===== config.mk =====
export PLATFORM = sky130hd
export DESIGN_NAME = regfile_we_bank
export DESIGN_NICKNAME = d
export VERILOG_FILES = /design/src/rtl/regfile_we_bank.sv
export SDC_FILE = /design/constraint.sdc
export NUM_CORES = 2
export LEC_CHECK = 0
export ABC_AREA = 1
export CAP_MARGIN = 20
export CORE_MARGIN = 1
export CORE_UTILIZATION = 30
export DETAILED_ROUTE_END_ITERATION = 6
export SLEW_MARGIN = 20
export SYNTH_ARGS = -nofsm -noshare
export SYNTH_HDL_FRONTEND = slang
export SYNTH_SLANG_ARGS = --single-unit
export TNS_END_PERCENT = 50

===== constraint.sdc =====
create_clock -name clk -period 4.8 [get_ports clk]
set_input_delay 0.96 -clock clk [delete_from_list [all_inputs] [get_ports clk]]
set_output_delay 0.96 -clock clk [all_outputs]
set_load 0.005 [all_outputs]

===== src/rtl/regfile_we_bank.sv =====
// ============================================================================
// regfile_we_bank : byte-strobed register file, two registered read ports,
//                   write bypass and a one-entry-per-cycle clear sweep.
// Revision 1.0
// ============================================================================
`default_nettype none

module regfile_we_bank #(
    parameter int WIDTH = 64,
    parameter int DEPTH = 8,
    localparam int AW = $clog2(DEPTH),
    localparam int NB = WIDTH / 8
) (
    input  logic             clk,
    input  logic             reset,
    input  logic             we,
    input  logic [AW-1:0]    waddr,
    input  logic [WIDTH-1:0] wdata,
    input  logic [NB-1:0]    wstrb,
    input  logic             re_a,
    input  logic [AW-1:0]    raddr_a,
    output logic [WIDTH-1:0] rdata_a,
    input  logic             re_b,
    input  logic [AW-1:0]    raddr_b,
    output logic [WIDTH-1:0] rdata_b,
    input  logic             clr_req,
    output logic             clr_busy,
    output logic [DEPTH-1:0] valid_mask,
    output logic             err_drop
);

    localparam logic [AW-1:0] LAST_IDX = AW'(DEPTH - 1);

    typedef enum logic [0:0] {
        IDLE  = 1'b0,
        CLEAR = 1'b1
    } state_t;

    state_t           state;
    logic [AW-1:0]    clr_idx;
    logic [WIDTH-1:0] mem [DEPTH];
    logic [WIDTH-1:0] merged;
    logic [WIDTH-1:0] rd_next_a;
    logic [WIDTH-1:0] rd_next_b;
    logic             wr_acc;

    assign wr_acc = we && !clr_busy;

    for (genvar b = 0; b < NB; b++) begin : g_byte
        assign merged[8*b +: 8] = wstrb[b] ? wdata[8*b +: 8] : mem[waddr][8*b +: 8];
    end

    // Read data reflects the entry as it will be after this edge: a clear wins,
    // and clear and write never coincide because writes are dropped while busy.
    always_comb begin
        rd_next_a = mem[raddr_a];
        if (clr_busy && clr_idx == raddr_a) begin
            rd_next_a = '0;
        end else if (wr_acc && waddr == raddr_a) begin
            rd_next_a = merged;
        end
    end

    always_comb begin
        rd_next_b = mem[raddr_b];
        if (clr_busy && clr_idx == raddr_b) begin
            rd_next_b = '0;
        end else if (wr_acc && waddr == raddr_b) begin
            rd_next_b = merged;
        end
    end

    always_ff @(posedge clk or negedge reset) begin
        if (!reset) begin
            state      <= IDLE;
            clr_busy   <= 1'b0;
            clr_idx    <= '0;
            err_drop   <= 1'b0;
            rdata_a    <= '0;
            rdata_b    <= '0;
            valid_mask <= '0;
            for (int i = 0; i < DEPTH; i++) begin
                mem[i] <= '0;
            end
        end else begin
            err_drop <= we && clr_busy;
            if (re_a) begin
                rdata_a <= rd_next_a;
            end
            if (re_b) begin
                rdata_b <= rd_next_b;
            end
            if (wr_acc) begin
                mem[waddr]        <= merged;
                valid_mask[waddr] <= 1'b1;
            end
            case (state)
                IDLE: begin
                    if (clr_req) begin
                        state    <= CLEAR;
                        clr_busy <= 1'b1;
                        clr_idx  <= '0;
                    end
                end
                CLEAR: begin
                    mem[clr_idx]        <= '0;
                    valid_mask[clr_idx] <= 1'b0;
                    clr_idx             <= clr_idx + AW'(1);
                    if (clr_idx == LAST_IDX) begin
                        state    <= IDLE;
                        clr_busy <= 1'b0;
                    end
                end
                default: begin
                    state    <= IDLE;
                    clr_busy <= 1'b0;
                end
            endcase
        end
    end

endmodule

`default_nettype wire

==> qor.csv <==
metric,value,unit
placed_area,46390,µm²
drc_errors,0,
ys_chip_area,42810,µm²
syn2layout_area_growth,14.78,%
yosysCellCount,6845,
worstMarginPinSlew,1122,ps
die_x,379.8,µm
global_route_wire_length_before_repair,278500,µm
post-route-min-period,3309,ps
power_density,522.7,nW/µm²
final_cell_area,49140,µm²
die_ht,379.8,µm
synth_largest_type_area_fraction,0.3823,
synth-async-reset-ratio,1.000,
crit_path_max_fanout,25,
worstHoldPathType,input pin to asynchronous set/reset pin,
final.setup_skew,26.99,ps
cts.sink_count,654,
cp_slowest_stage_delay,540,ps
final_nets,6831,
postSynthNetCount,6934,
post_cts_hold_buffer_count,0,
synth-seq-area-share,0.3823,
worst_ir_drop_vdd,264.8,µV
timing.critical_path.slowest_stage_cell,clkinv_2,
vias_in_the_first_global_route,44320,
routed_wirelength,184300,µm
edf_count,0,
layout_top_cells_excl_fill_tap,"nand2_1, nand3_1, dfrtp_1",
h-tree-depth,3,
cts_inserted_buffers,80,
worst_ep_arrival_time,3870,ps
dominantRegCellSynth,dfrtp_1,
library_cell_used_as_clock_root_buffer,clkbuf_16,
grt_antenna_before_repair,3,
grt_remaining_overflow,0,
setup.worst_path.end_class,flip-flop,
critical_path.startpoint_type,input pin,
critPathTopFamily,buffers and inverters,
clock_tree.buffer_depth,3,
first_pass_iters,7,
yosys_register_bits,654,
cts_resized,0,
post_route_cells_drive_above_1_share,0.05835,
setup_repair_after_global_routing_missed_its_margin,no,
count_of_final_max_slew_check_failures,0,
cts_tree,built,
timing.critical_path.required,5360,ps
post_synth.cell_area_avg,6.255,µm²
routedWlPerCell,21.19,µm
path_common_cell,nand2_1,
drtAntennaViolNets,0,
path_buffers,4,
drtIter0Drc,5535,
timing.setup.critical_path_class,input pin to flip-flop,
path_clk_slew,60,ps
worst_case_headroom_to_the_max_slew_limit,0.2518,
grt_max_degree,168,
final-hold-violation-count,0,
placeableCoreArea,141600,µm²
rrSetupSlack,2000,ps
die-area,144200,µm²
floorplanUtilization,0.3024,
yosysUniqueCellTypes,22,
post_synth_instance_area,42810,µm²
warnings,47,
setup-violations-final,0,
ys.warnings.count,0,
dpl.hpwl,102900,µm
port_buffers,224,
maxCapViolCount,0,
worstSkewPairLatency,670,ps
max_freq,0.3022,GHz
series_of_cell_instances_along_the_critical_path,buf_4 -> clkinv_2 -> nand2_1 -> nand2_1 -> nor2_1 -> nand2_4 -> clkinv_2 -> buf_4 -> nand2_1 -> nand2_1 -> nand2_1,
count_of_vias_placed_by_the_detailed_router,46460,
setup_fix_buffers_added_after_clock_tree_synthesis,0,
num_rows,138,
post_synth_main_area_contributors,"dfrtp_1, nand2_1, nand3_1, a21oi_1, inv_1",
finished_core_util,0.3471,
grtUsageTotal,0.2487,
synth.largest_area_cell,dfrtp_1,
netlist_instances,6845,
status,"finished, final reports clean",
cellLeakagePower,25.80,nW
place_congestion,0.8524,
vias_per_cell,5.342,
final_common_cell,nand2_1,
setup_total_negative_slack,0,ps
finalClockPeriodUsage,0.6895,
crit-reg2reg-launch,clr_idx[1],
timing.reg2reg.worst_path_depth,10,
num_io_pins,225,
worst_r2r_endpoint,rdata_b[58],
## power by group
part           total (mW)  switching, mW  internal (mW)  leakage, nW
combinational        10.2           6.74           3.51         15.9
clock                6.45           2.59           3.86         1.35
sequential           8.99           1.31           7.68         8.52
total                25.7           10.6           15.1         25.8
## metrics by stage
step	total power [mW]	hold WS [ps]	std cells	setup WS (ps)
CTS	25.64	404.6	8694	1654
finish	25.69	397.3	8697	1491
global route	27.53	439.9	8695	1384
global placement	18.86	465.0	8550	954.2
detailed placement	19.09	465.1	8550	949.7
floorplan	15.30	472.4	6845	2604
## cells in the mapped netlist (64+ instances only)
library cell	n
nor2_1	239
nand2_1	2625
buf_2	183
inv_1	650
o21ai_0	447
dfrtp_1	654
o21ai_1	71
nand3_1	907
a21oi_1	588
or2_2	64
clkbuf_1	237
nand2_2	64
## routing by layer
metal	share of wire	up-vias	global-route usage
met1	0.40	21780	0.3276
li1	-	21380	-
met2	0.44	2811	0.3904
met3	0.12	479	0.05513
met4	0.041	2	0.1066
met5	0.000076	-	0
## worst max-delay path by stage
| stage | startpoint | endpoint | slack (ps) | cells after the start |
|---|---|---|---|---|
| after global routing | raddr_b[2] | rdata_b[15] | 1380 | 11 |
| after CTS | raddr_b[2] | rdata_b[15] | 1650 | 11 |
| after floorplan | waddr[0] | rdata_a[11] | 2600 | 13 |
| after global placement | raddr_b[2] | rdata_b[13] | 950 | 11 |
| after detailed placement | raddr_b[2] | rdata_b[15] | 950 | 11 |
| final | raddr_b[2] | rdata_b[15] | 1490 | 11 |
## registers in the layout, summed over array words and instances (netlist names)
name        cells
mem           512
rdata_a        64
rdata_b        64
valid_mask      8
clr_idx         3
clr_busy        1
err_drop        1
state           1
## final cells by class
| cell class | instances | area [µm²] |
|---|---|---|
| antenna | 3 | 7.507 |
| clock buffer | 119 | 2425 |
| clock inverter | 25 | 317.8 |
| fill | 15250 | 92450 |
| inverter | 675 | 2569 |
| multi-input combinational | 5012 | 21810 |
| sequential | 654 | 16370 |
| tap | 1890 | 2365 |
| timing repair buffer | 319 | 3283 |
## cells by family after synthesis
logic type                 Yosys count  share of synthesized area
AOI/OAI and AO/OA                 1106                     0.1293
adders and majority gates            2                  0.0005844
and+or+nand+nor                   3904                     0.3766
buffers and inverters             1179                     0.1113
DFF                                654                     0.3823
## worst reg2reg max path: stages (launching register included)
cell     delay [ps]
dfrtp_1         540
inv_1           210
nand2_1         100
nand2_1          80
nor2_1          240
nand2_1         110
nand2_2         750
buf_4           450
a21oi_1          80
nand2_1          90
nand2_1          50
layer_met1.png
Scale bar: 100 µm.
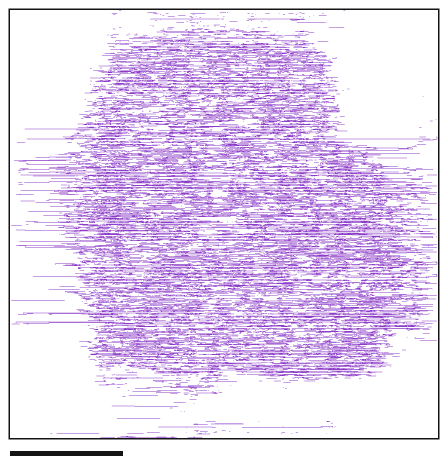
The layer holds 40% of the routed length. The wires run mostly horizontal. The longest straight run is 95.2 µm.

layer_met2.png
Scale bar: 100 µm.
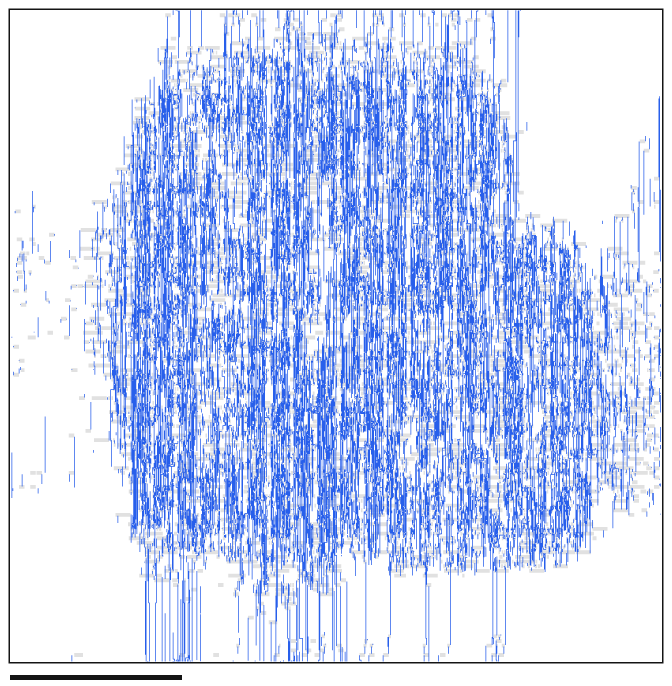
The layer holds 44% of the routed length. 4841 nets have wire on it. The wires run mostly vertical. The longest straight run is 106 µm. The layer carries 81.5 mm of wire.

layer_met3.png
Scale bar: 100 µm.
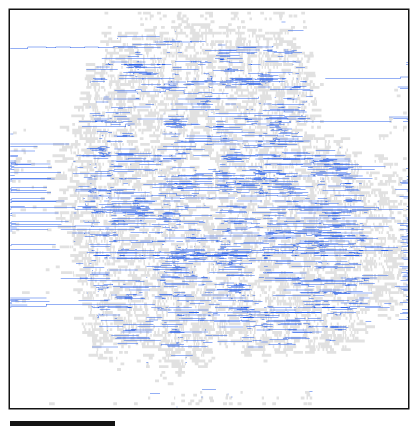
523 nets have wire on it. The layer carries 21.2 mm of wire. The longest straight run is 115 µm. The wires run mostly horizontal.

layer_met4.png
Scale bar: 100 µm.
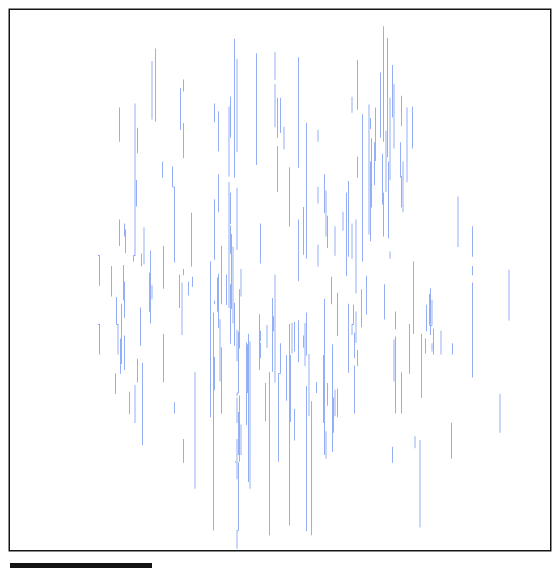
The wires run mostly vertical. The longest straight run is 153 µm. The layer carries 7480 µm of wire. The layer holds 4.1% of the routed length. 100 nets have wire on it.

Power and IR drop assume default switching activity.
